==> images/logic_types.png <==
Scale: 2 px per µm.
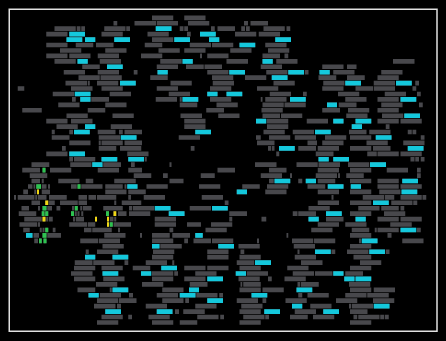
==> images/layer_met1.png <==
Scale: 2 px per µm. Supply wires on this layer in gray.
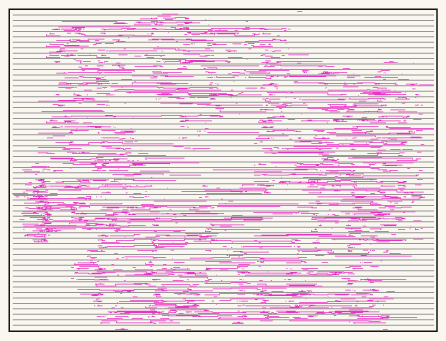
**src/rtl/instr_assembler.sv**
```systemverilog
// instr_assembler: collects fixed-length instructions of WORDS input words
// and queues complete instructions in a DEPTH-entry FIFO.
//
// Ports
//   clk, reset    clock (rising edge), asynchronous active-low reset
//   clr           synchronous clear of assembler and FIFO, overrides all
//   in_valid/in_ready/in_data/in_last   word input handshake; in_last marks
//                 the final word of an instruction
//   out_valid/out_ready/out_instr       head-of-FIFO instruction handshake;
//                 word 0 sits in the least significant DATA_W bits
//   out_count     number of queued instructions
//   err_len       one-cycle pulse when an instruction is too short or long
module instr_assembler #(
  parameter int DATA_W = 32,
  parameter int WORDS  = 2,
  parameter int DEPTH  = 4
) (
  input  logic                         clk,
  input  logic                         reset,
  input  logic                         clr,
  input  logic                         in_valid,
  output logic                         in_ready,
  input  logic [DATA_W-1:0]            in_data,
  input  logic                         in_last,
  output logic                         out_valid,
  input  logic                         out_ready,
  output logic [WORDS*DATA_W-1:0]      out_instr,
  output logic [$clog2(DEPTH+1)-1:0]   out_count,
  output logic                         err_len
);

  localparam int INSTR_W = WORDS * DATA_W;
  localparam int IW      = (WORDS > 1) ? $clog2(WORDS) : 1;
  localparam int PW      = $clog2(DEPTH);
  localparam int CW      = $clog2(DEPTH + 1);
  localparam logic [IW-1:0] LAST_IDX = IW'(WORDS - 1);
  localparam logic [PW-1:0] LAST_PTR = PW'(DEPTH - 1);

  typedef enum logic {COLLECT, DROP} state_t;

  state_t             state, state_next;
  logic [IW-1:0]      widx, widx_next;
  logic [INSTR_W-1:0] asm_buf;
  logic [INSTR_W-1:0] push_instr;
  logic [INSTR_W-1:0] mem [DEPTH];
  logic [PW-1:0]      wr_ptr, rd_ptr;
  logic               accept, push, pop, err_next, at_last;

  // in_ready looks only at the registered count; a pop in the same cycle
  // does not make room for a word.
  assign in_ready  = (state == DROP) || (out_count < CW'(DEPTH));
  assign accept    = in_valid && in_ready && !clr;
  assign out_valid = (out_count != '0);
  assign pop       = out_valid && out_ready && !clr;
  assign out_instr = out_valid ? mem[rd_ptr] : '0;
  assign at_last   = (widx == LAST_IDX);

  function automatic logic [PW-1:0] ptr_inc(input logic [PW-1:0] p);
    return (p == LAST_PTR) ? '0 : p + 1'b1;
  endfunction

  always_comb begin
    state_next = state;
    widx_next  = widx;
    push       = 1'b0;
    err_next   = 1'b0;
    // Final word bypasses the slot buffer so the push happens on its edge.
    push_instr = asm_buf;
    push_instr[(WORDS-1)*DATA_W +: DATA_W] = in_data;
    if (clr) begin
      state_next = COLLECT;
      widx_next  = '0;
    end else if (accept) begin
      case (state)
        COLLECT: begin
          if (at_last) begin
            widx_next = '0;
            if (in_last) begin
              push = 1'b1;
            end else begin
              err_next   = 1'b1;
              state_next = DROP;
            end
          end else if (in_last) begin
            widx_next = '0;
            err_next  = 1'b1;
          end else begin
            widx_next = widx + 1'b1;
          end
        end
        DROP: begin
          if (in_last) state_next = COLLECT;
        end
        default: state_next = COLLECT;
      endcase
    end
  end

  always_ff @(posedge clk or negedge reset) begin
    if (!reset) begin
      state   <= COLLECT;
      widx    <= '0;
      err_len <= 1'b0;
      asm_buf <= '0;
    end else begin
      state   <= state_next;
      widx    <= widx_next;
      err_len <= err_next;
      if (accept && state == COLLECT)
        asm_buf[int'(widx)*DATA_W +: DATA_W] <= in_data;
    end
  end

  always_ff @(posedge clk or negedge reset) begin
    if (!reset) begin
      wr_ptr    <= '0;
      rd_ptr    <= '0;
      out_count <= '0;
    end else if (clr) begin
      wr_ptr    <= '0;
      rd_ptr    <= '0;
      out_count <= '0;
    end else begin
      if (push) wr_ptr <= ptr_inc(wr_ptr);
      if (pop)  rd_ptr <= ptr_inc(rd_ptr);
      case ({push, pop})
        2'b10:   out_count <= out_count + 1'b1;
        2'b01:   out_count <= out_count - 1'b1;
        default: out_count <= out_count;
      endcase
    end
  end

  always_ff @(posedge clk) begin
    if (push) mem[wr_ptr] <= push_instr;
  end

endmodule

```
**config.mk**
```make
export PLATFORM = sky130hd
export DESIGN_NAME = instr_assembler
export DESIGN_NICKNAME = d
export VERILOG_FILES = /design/src/rtl/instr_assembler.sv
export SDC_FILE = /design/constraint.sdc
export NUM_CORES = 1
export LEC_CHECK = 0
export CAP_MARGIN = 20
export CORE_ASPECT_RATIO = 0.75
export CORE_UTILIZATION = 35
export CTS_CLUSTER_DIAMETER = 100
export DETAILED_ROUTE_END_ITERATION = 10
export DONT_BUFFER_PORTS = 1
export GPL_TIMING_DRIVEN = 0
export PLACE_DENSITY = 0.52
export SYNTH_ARGS = -nofsm -noshare
export SYNTH_HDL_FRONTEND = slang
export SYNTH_SLANG_ARGS = --single-unit
```
**constraint.sdc**
```tcl
create_clock -name clk -period 3.9 [get_ports clk]
set_clock_uncertainty 0.2 [all_clocks]
set_input_delay 0.78 -clock clk [delete_from_list [all_inputs] [get_ports clk]]
set_output_delay 0.78 -clock clk [all_outputs]
set_load 0.01 [all_outputs]
```
==> Changelog: implementation <==
### Changed

* Nets@finish at 635
* Max-slew headroom at 43.8%
* Final ANT Viol Nets at 0
* Final hold slack at 0.116 ns
* Share of cells above drive strength 1 at 27.2%
* Basic Gates by Area at 5.15%
* Crit path launch type: flip-flop
* Min cycle time layout at 3.65 ns
* Fin Setup TNS at 0 ns
* Clk slew on worst S/H paths at 0.06 ns
* Yosys warning tally at 0
* Max-cap violations at 0
* PostCTS Resize Cnt at 0
* Unrepaired setup endpoints after global routing: false
* Row cnt at 57
* Placed inst area at 12400 µm²
* Yosys aoi share at 0.728%
* Met3 Use GR at 3.97%
* Worst Path Arrival at 2.67 ns
* Leak pwr at 4.38 nW
* Peak VDD IR at 296 µV
* Status: finished, final reports clean
* Hold Path End: mem[0][58]$_DFFE_PP_
* Mapped Nets at 597
* Initial antenna violation count at 0
* First-pass GRT wire length at 35900 µm
* Hold buffer count at CTS at 2
* Setup-failing EPs final at 0
* Required time of the critical path at 2.92 ns
* Reg-to-reg slack, setup at 1.02 ns
* Post-synth regs at 298
* FF-to-FF End: out_count[2]$_DFFE_PN0P_
* DR WL/cell at 22.7 µm
* Final worst setup slack at 0.249 ns
* CP Capture Type: primary output
* Comb area leader: multiplexers
* Vias in the first global route at 5603
* Post-route cell area at 13400 µm²
* Adder Share, Synth at 1.03%
* First drt pass iteration count at 4
* Met2 global-route usage at 23.6%
* Number of synthesized flops with an enable pin at 256
* Area grow syn2layout at 14.2%
* GRT Util Overall at 14.4%
* Stage-log warning count at 31
* Post-route DRC violation count at 0
* Die X at 213 µm
* Netlist cell types at 36
* CORE AREA at 32700 µm²
* Synth Flop Type: edfxtp_1
* Largest net degree at the start of global routing at 46
* Yosys xor share at 0.0749%
* Final core utilization at 40.9%
* Pwr Density at 499 nW/µm²
* Pre-Place Util at 35.8%
* Hold Path Stages at 0
* Antenna fix cells at 0
* Max Clock Freq at 274 MHz
* Period utilisation layout at 93.6%
* Yosys Chip Area at 11700 µm²
* Gate Count Post-Synth at 550
* Via/cell ratio at 4.92
* Die ar. at 34200 µm²
* Top cells by count: 256 x edfxtp_1, 66 x and2_1, 64 x mux4_2
* Tot Pwr at 6.66 mW
* Ports at 108
* CTS Root Cell: clkbuf_16
* TritonCTS clock tree: built
* Top-count cell post-synth: edfxtp_1
* Placed cell count at 996
* Die y size at 160 µm
* Worst R2R Path Depth at 7
* Clock buffer depth at 3
* Setup CP Type: reg2out
* Mean area per synthesized cell at 21.3 µm²
* Tightest Pin Transition at 0.842 ns
* Synthesized area at 11700 µm²
* Yosys top cell by area: edfxtp_1
* Hold WC Path Type: in2reg
* Non-filler cells, final at 1052
* CTS Buf Count at 30
* Post-CTS Setup Inserts at 0
* Via count at 5172
* Final Max-Slew Violation Tally at 0
* Seq/Total Area, Yosys at 74.7%
* Crit-path max FO at 10
* Top area contributor share at 65.7%
* Htree depth at 1
## Picture notes: logic_types.png
mux cells -> cyan  # cells 97, most used mux4_2, where spread over the die
nand cells -> yellow  # cells 7, most used nand2_1
aoi and oai cells -> green  # cells 14, most used a21oi_1

## Picture notes: layer_met1.png
longest straight run = 59.8 µm
nets with wire on the layer = 591
main direction = horizontal
share of all routed wire = 44%
wire length on this layer = 10400 µm
Post-Route WL: 23900 µm
GRT met1 Usage: 19.1%

==> layout make-up <==
class / count / area [µm²]
inverter: 5 / 18.8
sequential: 298 / 8740
multi-input combinational: 219 / 2760
clock buffer: 42 / 857
buffer: 28 / 198
fill: 2907 / 19300
tap: 442 / 553
clock inverter: 12 / 86.3
timing repair buffer: 6 / 148
==> critical path: stages, from the launching register on <==
cell      delay, ns
dfrtp_1        0.52
or3_1          0.25
clkbuf_1       0.53
clkbuf_1       0.50
and2_1         0.31
==> worst max-delay path by stage <==
stage	slack (ns)	endpoint	depth (start not counted)	from
after floorplan	0.52	mem[1][0]$_DFFE_PP_	2	clr
after global placement	-0.97	mem[1][54]$_DFFE_PP_	2	clr
after detailed placement	0.70	out_instr[43]	4	out_count[0]$_DFFE_PN0P_
after CTS	0.08	out_instr[43]	5	out_count[2]$_DFFE_PN0P_
after global routing	0.01	out_instr[43]	4	out_count[0]$_DFFE_PN0P_
final	0.25	out_instr[24]	4	out_count[0]$_DFFE_PN0P_
==> kinds of logic after synthesis <==
logic type                 Yosys count
adders and majority gates            9
buffers and inverters               33
muxes                               97
and+or+nand+nor                     97
AOI/OAI and AO/OA                   15
DFF                                298
xor gates and xnor gates             1
==> flip-flops by register name, summed over array words and instances, names as in the netlist <==
name	count
asm_buf	32
at_last	1
err_len	1
mem	256
out_count	3
rd_ptr	2
state	1
wr_ptr	2
==> power breakdown <==
part	internal [mW]	total [mW]	switching, mW
sequential	3.60	3.68	0.0824
clock	1.59	2.73	1.15
combinational	0.144	0.249	0.105
==> metal layers <==
metal / up-vias / wire length, µm / share of wire (%)
li1: 2254 / - / -
met1: 2775 / 10400 / 44
met2: 106 / 11600 / 49
met3: 37 / 1410 / 5.9
met4: 0 / 435 / 1.8
met5: - / 0 / 0
Power is estimated from default activity; no workload was simulated.
